### src/rtl/iob_plic_mc_pkg.sv
// Shared definitions for the multi-target PLIC: gateway state encoding and
// register map pages/offsets. Widths derived from the top-level parameters
// (SOURCES_BITS, PW, CW) are computed as localparams where they are used.
package iob_plic_mc_pkg;

    // Gateway states; IP for a source is (state == GW_PENDING)
    typedef enum logic [1:0] {
        GW_IDLE      = 2'd0,
        GW_PENDING   = 2'd1,
        GW_INSERVICE = 2'd2
    } gw_state_t;

    // Register map: address bits [11:8] select a page, bits [7:2] the word
    localparam logic [3:0] PAGE_CFG   = 4'h0;  // 0x000 EL, 0x004 IP
    localparam logic [3:0] PAGE_PRIO  = 4'h1;  // 0x100 + 4(s-1)
    localparam logic [3:0] PAGE_IE    = 4'h2;  // 0x200 + 4t
    localparam logic [3:0] PAGE_THR   = 4'h3;  // 0x300 + 4t
    localparam logic [3:0] PAGE_CLAIM = 4'h4;  // 0x400 + 4t

    localparam logic [5:0] IDX_EL = 6'd0;
    localparam logic [5:0] IDX_IP = 6'd1;

endpackage

### src/rtl/iob_plic_gateway.sv
// One interrupt source gateway: input sampling, level/edge FSM and the
// saturating edge-pending counter.
module iob_plic_gateway
    import iob_plic_mc_pkg::*;
#(
    parameter int MAX_PENDING_COUNT = 4,
    parameter int CW = $clog2(MAX_PENDING_COUNT + 1)
) (
    input  logic clk,
    input  logic cke,
    input  logic rst,
    input  logic src,
    input  logic edge_mode,
    input  logic mode_chg,
    input  logic claim,
    input  logic complete,
    output logic ip
);

    localparam logic [CW-1:0] CNT_MAX  = CW'(MAX_PENDING_COUNT);
    localparam logic [CW-1:0] CNT_ONE  = CW'(1'b1);
    localparam logic [CW-1:0] CNT_ZERO = {CW{1'b0}};

    gw_state_t       state_r;
    gw_state_t       state_s;
    logic [CW-1:0]   cnt_r;
    logic [CW-1:0]   cnt_s;
    logic            src_q_r;
    logic            rise_s;
    logic            claim_ok_s;

    assign rise_s     = src & ~src_q_r;
    // A stale claim (source no longer pending) must not disturb the gateway
    assign claim_ok_s = claim & (state_r == GW_PENDING);
    assign ip         = (state_r == GW_PENDING);

    // Next-state and counter update; a mode change overrides every other event
    always_comb begin
        state_s = state_r;
        cnt_s   = cnt_r;
        if (mode_chg) begin
            state_s = GW_IDLE;
            cnt_s   = CNT_ZERO;
        end else if (edge_mode) begin
            // Edge and claim in the same cycle cancel; edges at saturation drop
            if (rise_s && claim_ok_s) begin
                cnt_s = cnt_r;
            end else if (rise_s && (cnt_r != CNT_MAX)) begin
                cnt_s = cnt_r + CNT_ONE;
            end else if (claim_ok_s) begin
                cnt_s = cnt_r - CNT_ONE;
            end else begin
                cnt_s = cnt_r;
            end
            case (state_r)
                GW_IDLE:      state_s = (rise_s || (cnt_r != CNT_ZERO)) ? GW_PENDING : GW_IDLE;
                GW_PENDING:   state_s = claim_ok_s ? GW_INSERVICE : GW_PENDING;
                GW_INSERVICE: state_s = complete ? GW_IDLE : GW_INSERVICE;
                default:      state_s = GW_IDLE;
            endcase
        end else begin
            cnt_s = CNT_ZERO;
            case (state_r)
                GW_IDLE:      state_s = src ? GW_PENDING : GW_IDLE;
                GW_PENDING: begin
                    if (claim_ok_s) begin
                        state_s = GW_INSERVICE;
                    end else if (!src) begin
                        state_s = GW_IDLE;
                    end else begin
                        state_s = GW_PENDING;
                    end
                end
                GW_INSERVICE: state_s = complete ? GW_IDLE : GW_INSERVICE;
                default:      state_s = GW_IDLE;
            endcase
        end
    end

    // Gateway state, counter and source sample registers
    always_ff @(posedge clk) begin
        if (rst) begin
            state_r <= GW_IDLE;
            cnt_r   <= CNT_ZERO;
            src_q_r <= 1'b0;
        end else if (cke) begin
            state_r <= state_s;
            cnt_r   <= cnt_s;
            src_q_r <= src;
        end
    end

endmodule

### src/rtl/iob_plic_mc.sv
// Multi-target PLIC top: IOb register file, claim/complete decode, gateway
// array and registered per-target priority selection.
module iob_plic_mc
    import iob_plic_mc_pkg::*;
#(
    parameter int N_SOURCES         = 8,
    parameter int N_TARGETS         = 2,
    parameter int PRIORITIES        = 8,
    parameter int MAX_PENDING_COUNT = 4,
    parameter int HAS_THRESHOLD     = 1,
    parameter int ADDR_W            = 16,
    parameter int DATA_W            = 32
) (
    input  logic                  clk_i,
    input  logic                  cke_i,
    input  logic                  rst_i,
    input  logic                  iob_avalid_i,
    input  logic [ADDR_W-1:0]     iob_addr_i,
    input  logic [DATA_W-1:0]     iob_wdata_i,
    input  logic [DATA_W/8-1:0]   iob_wstrb_i,
    output logic                  iob_rvalid_o,
    output logic [DATA_W-1:0]     iob_rdata_o,
    output logic                  iob_ready_o,
    input  logic [N_SOURCES-1:0]  src_i,
    output logic [N_TARGETS-1:0]  irq_o
);

    localparam int SOURCES_BITS = $clog2(N_SOURCES + 1);
    localparam int SW           = SOURCES_BITS;
    localparam int PW           = $clog2(PRIORITIES);
    localparam int CW           = $clog2(MAX_PENDING_COUNT + 1);

    logic                  ready_r;
    logic                  rvalid_r;
    logic [DATA_W-1:0]     rdata_r;
    logic [N_SOURCES-1:0]  el_r;
    logic [PW-1:0]         prio_r [N_SOURCES];
    logic [N_SOURCES-1:0]  ie_r   [N_TARGETS];
    logic [PW-1:0]         thr_r  [N_TARGETS];
    logic [SW-1:0]         id_r   [N_TARGETS];
    logic [N_TARGETS-1:0]  irq_r;

    logic                  accept_s;
    logic                  wr_s;
    logic                  rd_s;
    logic                  map_ok_s;
    logic [3:0]            page_s;
    logic [5:0]            idx_s;
    logic [DATA_W-1:0]     rdata_s;
    logic [N_SOURCES-1:0]  ip_s;
    logic [N_SOURCES-1:0]  claim_s;
    logic [N_SOURCES-1:0]  complete_s;
    logic [N_SOURCES-1:0]  mode_chg_s;
    logic [PW-1:0]         best_prio_s [N_TARGETS];
    logic [SW-1:0]         best_id_s   [N_TARGETS];

    assign accept_s = cke_i & iob_avalid_i & ready_r;
    assign wr_s     = accept_s & (|iob_wstrb_i);
    assign rd_s     = accept_s & ~(|iob_wstrb_i);
    // Only aligned words inside the 4 KiB window are mapped
    assign map_ok_s = (iob_addr_i[ADDR_W-1:12] == '0) && (iob_addr_i[1:0] == 2'b00);
    assign page_s   = iob_addr_i[11:8];
    assign idx_s    = iob_addr_i[7:2];

    assign iob_ready_o  = ready_r;
    assign iob_rvalid_o = rvalid_r;
    assign iob_rdata_o  = rdata_r;
    assign irq_o        = irq_r;

    for (genvar g = 0; g < N_SOURCES; g++) begin : g_gw
        iob_plic_gateway #(
            .MAX_PENDING_COUNT(MAX_PENDING_COUNT),
            .CW               (CW)
        ) u_gw (
            .clk      (clk_i),
            .cke      (cke_i),
            .rst      (rst_i),
            .src      (src_i[g]),
            .edge_mode(el_r[g]),
            .mode_chg (mode_chg_s[g]),
            .claim    (claim_s[g]),
            .complete (complete_s[g]),
            .ip       (ip_s[g])
        );
    end

    // Read data mux, AND-OR selected over the indexed register arrays
    always_comb begin
        rdata_s = '0;
        if (!map_ok_s) begin
            rdata_s = '0;
        end else begin
            case (page_s)
                PAGE_CFG: begin
                    if (idx_s == IDX_EL) begin
                        rdata_s[N_SOURCES-1:0] = el_r;
                    end else if (idx_s == IDX_IP) begin
                        rdata_s[N_SOURCES-1:0] = ip_s;
                    end else begin
                        rdata_s = '0;
                    end
                end
                PAGE_PRIO: begin
                    for (int s = 0; s < N_SOURCES; s++) begin
                        rdata_s[PW-1:0] = rdata_s[PW-1:0] | ({PW{idx_s == 6'(s)}} & prio_r[s]);
                    end
                end
                PAGE_IE: begin
                    for (int t = 0; t < N_TARGETS; t++) begin
                        rdata_s[N_SOURCES-1:0] = rdata_s[N_SOURCES-1:0] |
                                                 ({N_SOURCES{idx_s == 6'(t)}} & ie_r[t]);
                    end
                end
                PAGE_THR: begin
                    for (int t = 0; t < N_TARGETS; t++) begin
                        rdata_s[PW-1:0] = rdata_s[PW-1:0] | ({PW{idx_s == 6'(t)}} & thr_r[t]);
                    end
                end
                PAGE_CLAIM: begin
                    for (int t = 0; t < N_TARGETS; t++) begin
                        rdata_s[SW-1:0] = rdata_s[SW-1:0] | ({SW{idx_s == 6'(t)}} & id_r[t]);
                    end
                end
                default: rdata_s = '0;
            endcase
        end
    end

    // Claim/complete strobes to the gateways and EL mode-change detection
    always_comb begin
        claim_s    = '0;
        complete_s = '0;
        if (map_ok_s && (page_s == PAGE_CFG) && (idx_s == IDX_EL) && wr_s) begin
            mode_chg_s = iob_wdata_i[N_SOURCES-1:0] ^ el_r;
        end else begin
            mode_chg_s = '0;
        end
        for (int t = 0; t < N_TARGETS; t++) begin
            for (int s = 0; s < N_SOURCES; s++) begin
                // Claim takes the registered winner; id 0 matches no source
                claim_s[s] = claim_s[s] | (rd_s && map_ok_s && (page_s == PAGE_CLAIM) &&
                             (idx_s == 6'(t)) && (id_r[t] == SW'(s + 1)));
                // Complete only counts for sources this target has enabled
                complete_s[s] = complete_s[s] | (wr_s && map_ok_s && (page_s == PAGE_CLAIM) &&
                                (idx_s == 6'(t)) && (iob_wdata_i == DATA_W'(s + 1)) && ie_r[t][s]);
            end
        end
    end

    // Per-target winner: strictly greater keeps the lowest ID on priority ties
    always_comb begin
        for (int t = 0; t < N_TARGETS; t++) begin
            best_prio_s[t] = (HAS_THRESHOLD != 0) ? thr_r[t] : {PW{1'b0}};
            best_id_s[t]   = {SW{1'b0}};
            for (int s = 0; s < N_SOURCES; s++) begin
                best_id_s[t]   = (ip_s[s] && ie_r[t][s] && (prio_r[s] > best_prio_s[t])) ?
                                 SW'(s + 1) : best_id_s[t];
                best_prio_s[t] = (ip_s[s] && ie_r[t][s] && (prio_r[s] > best_prio_s[t])) ?
                                 prio_r[s] : best_prio_s[t];
            end
        end
    end

    // Bus handshake, read response and configuration register writes
    always_ff @(posedge clk_i) begin
        if (rst_i) begin
            ready_r  <= 1'b0;
            rvalid_r <= 1'b0;
            rdata_r  <= '0;
            el_r     <= '0;
            for (int s = 0; s < N_SOURCES; s++) begin
                prio_r[s] <= '0;
            end
            for (int t = 0; t < N_TARGETS; t++) begin
                ie_r[t]  <= '0;
                thr_r[t] <= '0;
            end
        end else if (cke_i) begin
            ready_r  <= 1'b1;
            rvalid_r <= rd_s;
            if (rd_s) begin
                rdata_r <= rdata_s;
            end
            if (wr_s && map_ok_s && (page_s == PAGE_CFG) && (idx_s == IDX_EL)) begin
                el_r <= iob_wdata_i[N_SOURCES-1:0];
            end
            for (int s = 0; s < N_SOURCES; s++) begin
                if (wr_s && map_ok_s && (page_s == PAGE_PRIO) && (idx_s == 6'(s))) begin
                    prio_r[s] <= iob_wdata_i[PW-1:0];
                end
            end
            for (int t = 0; t < N_TARGETS; t++) begin
                if (wr_s && map_ok_s && (page_s == PAGE_IE) && (idx_s == 6'(t))) begin
                    ie_r[t] <= iob_wdata_i[N_SOURCES-1:0];
                end
                if ((HAS_THRESHOLD != 0) && wr_s && map_ok_s && (page_s == PAGE_THR) &&
                    (idx_s == 6'(t))) begin
                    thr_r[t] <= iob_wdata_i[PW-1:0];
                end
            end
        end
    end

    // Registered arbitration result and interrupt lines
    always_ff @(posedge clk_i) begin
        if (rst_i) begin
            irq_r <= '0;
            for (int t = 0; t < N_TARGETS; t++) begin
                id_r[t] <= '0;
            end
        end else if (cke_i) begin
            for (int t = 0; t < N_TARGETS; t++) begin
                id_r[t]  <= best_id_s[t];
                irq_r[t] <= (best_id_s[t] != {SW{1'b0}});
            end
        end
    end

endmodule

### config.mk
export PLATFORM = sky130hd
export DESIGN_NAME = iob_plic_mc
export DESIGN_NICKNAME = d
export VERILOG_FILES = /design/src/rtl/iob_plic_mc_pkg.sv /design/src/rtl/iob_plic_gateway.sv /design/src/rtl/iob_plic_mc.sv
export SDC_FILE = /design/constraint.sdc
export NUM_CORES = 1
export LEC_CHECK = 0
export ABC_CLOCK_PERIOD_IN_PS = 12050
export CORE_UTILIZATION = 45
export DETAILED_ROUTE_END_ITERATION = 8
export DONT_BUFFER_PORTS = 1
export GPL_TIMING_DRIVEN = 1
export PLACE_DENSITY = 0.68
export SYNTH_ARGS = -nofsm -noshare
export SYNTH_HDL_FRONTEND = slang
export SYNTH_SLANG_ARGS = --single-unit
### constraint.sdc
create_clock -name clk_i -period 12.05 [get_ports clk_i]
set_input_delay 3.615 -clock clk_i [delete_from_list [all_inputs] [get_ports clk_i]]
set_output_delay 3.615 -clock clk_i [all_outputs]
set_load 0.01 [all_outputs]
==> out/results.ini <==
[clock_network]
cts_buffer_depth = 2
cts_max_level = 4
cts_hold_buf = 0
clkSlewWorstSetupHoldPaths_ns = 0.05
tritoncts = yes
cts_setup_buffers = 0
cts_buffers = 17
root_buffer = clkbuf_16
cts_resized = 0

[worst_setup_path]
path_buffers = 2
reg2reg_to = id_r[0][0]
cp_slowest_cell = edfxtp_1
max_stage_delay_ns = 0.52
crit_required_ns = 12.29
worstSetupEndpointType = flop
worst_ep_arrival_time_ns = 11.55
crit_top_cell = ha_1
crit_path_start_kind = flop
crit_start = prio_r[0][2]
r2r-start = prio_r[0][2]
r2r_setup_slack_ns = 0.74
crit_cells = 44
path_max_fanout = 7
cp_top_family = AND-OR/OR-AND gates
cp-endpoint = id_r[0][0]
r2r_cells = 44
critPathKind = reg -> reg

[power]
peakVddDrop_mv = 0.0903
power_leakage_nw = 3.42
pwr-share-clk_pct = 46.4
combinationalPower_w = 0.000122
p_per_area_nw_per_um2 = 114
internal-power_w = 0.000814
sequentialPowerShare_pct = 42.4
pwr-share-comb_pct = 11.2
power_leader = clock
swShare_pct = 25.2
p_switching_w = 0.000275
seq_cell_power_w = 0.000462
report.power.total_w = 0.00109

[finish]
fin_cells = 1304
clkCellAreaFrac_pct = 6.19
largest_registers = g_gw.u_gw.cnt_r: 24 flops, prio_r: 24 flops
comb_cells = 835
sh_seq_area_pct = 31.1
largest_class = combinational gates
final_nets = 1131
final_common_cell = nor2_1
inv_count = 46
area_growth_pct = 9.13
buffers = 9
lay_top_cells = nor2_1, nand2_1, dfxtp_1
drive_gt1_share_pct = 9.10
comb_share_pct = 56.8
buf_share_pct = 0.705
fin_area_um2 = 9590
regArea_um2 = 2980
comb_area_um2 = 5450
n_antenna_cell = 0
flops = 122
fillers = 1775
fin_util_pct = 50.7

[sta]
fin_setup_tns_ns = 0
finalMaxSlewViolations = 0
fin_crit_sh_pct = 93.8
worstMarginPinSlew_ns = 1.11
hold_viol_final = 0
setup_ws_ns = 0.743
setup_viol = 0
min_period_ns = 11.31
fin_hold_ws_ns = 0.464
fmax_mhz = 88.4
clock_skew_ns = 0.0141
maxSlewHeadroom_pct = 25.3

[min_path]
min_path_type = reg -> reg
hold_path.startpoint = g_gw[7].u_gw.cnt_r[1]
hold_end = g_gw[7].u_gw.cnt_r[1]
whs_path_depth = 2

[place]
portBuffers = 0
hpwl_um = 18600
post-place-ws_ns = 0.273
post_dp_cell_area_um2 = 8910
gp_congestion = 0.944
dp_cells = 1268

[synthesis]
synth_cell_types = 90
synth-seq-cells = 122
yosysTopAreaCellShare_pct = 18.5
edf_count = 54
synth_area_um2 = 8790
topCombFamilyByArea = simple AND/OR/NAND/NOR gates
mux_share_pct = 6.24
aoi_share_pct = 21.1
synth_seq_share_pct = 34.0
common_cells = nor2_1, nand2_1, dfxtp_1
ys_sh_simple_pct = 24.7
synthAdderAreaFrac_pct = 6.61
yosys.area_share.xor_xnor_pct = 1.69
ys_async_sr_fraction_pct = 0
yosys_most_used_dff = dfxtp_1
top_cell = nor2_1
yosysChipArea_um2 = 8790
avgSynthCellArea_um2 = 8.45
topCellsByArea = edfxtp_1, dfxtp_1, nor2_1
synth_top_cell_by_area = edfxtp_1
yosys_warnings = 0
syn_inst = 1040
yosys_cells = 1040

[global_routing]
grt_pass1_vias = 7192
grt_max_degree = 72
grt_usage_pct = 25.0
grt_use_met3_pct = 7.86
gr-usage-met2_pct = 38.9
grt-busiest-layer = met2
grt_pass1_wl_um = 38500
antenna_found_initial = 0
gr-total-overflow = 0
met1_usage_pct = 32.2

[drt]
drt-wirelength-per-cell_um = 19.0
via_per_inst = 5.98
met1Wirelength_um = 10700
top_layer_used = met4
drc = 0
dr.pass1.iters = 9
ant_nets = 0
wl_met2_um = 10900
vias = 7800
routed_wl_um = 24800
drt_iter0_markers = 850
met3_length_um = 2370

[die]
num_rows = 50
die-area_um2 = 20100
core-area_um2 = 18900
io_pins = 100
initial_utilization_pct = 46.5
tap_cells = 260
die_w_um = 142
die_height_um = 142

[status]
outcome = completed

[job]
max_cap_violations = 0
warnings = 26

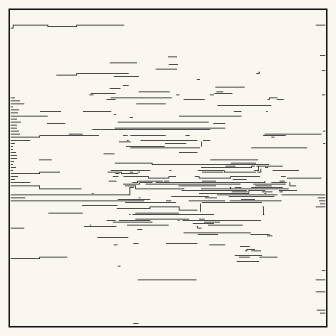
(images/m3.png)
main direction: horizontal
wire length on this layer: 2,370 um
nets with wire on the layer: 150
share of all routed wire: 9.6%
longest straight run: 59.6 um

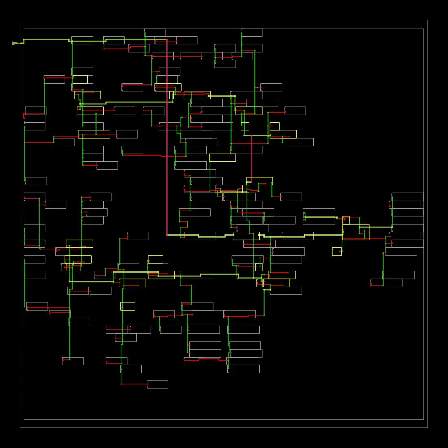
(images/clock_nets.png)
TritonCTS Sinks: 122
Clock Power: 0.000504 W
clk_lat worst skew: 0.42 ns
# clk buffers: 23

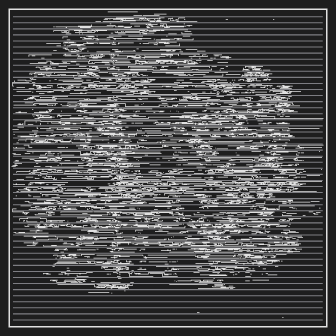
(images/m1.png)
Supply wires on this layer in grey.
share of all routed wire: 43%
wire length on this layer: 10,700 um
nets with wire on the layer: 1,049
main direction: horizontal

Power is estimated from default activity; no workload was simulated.
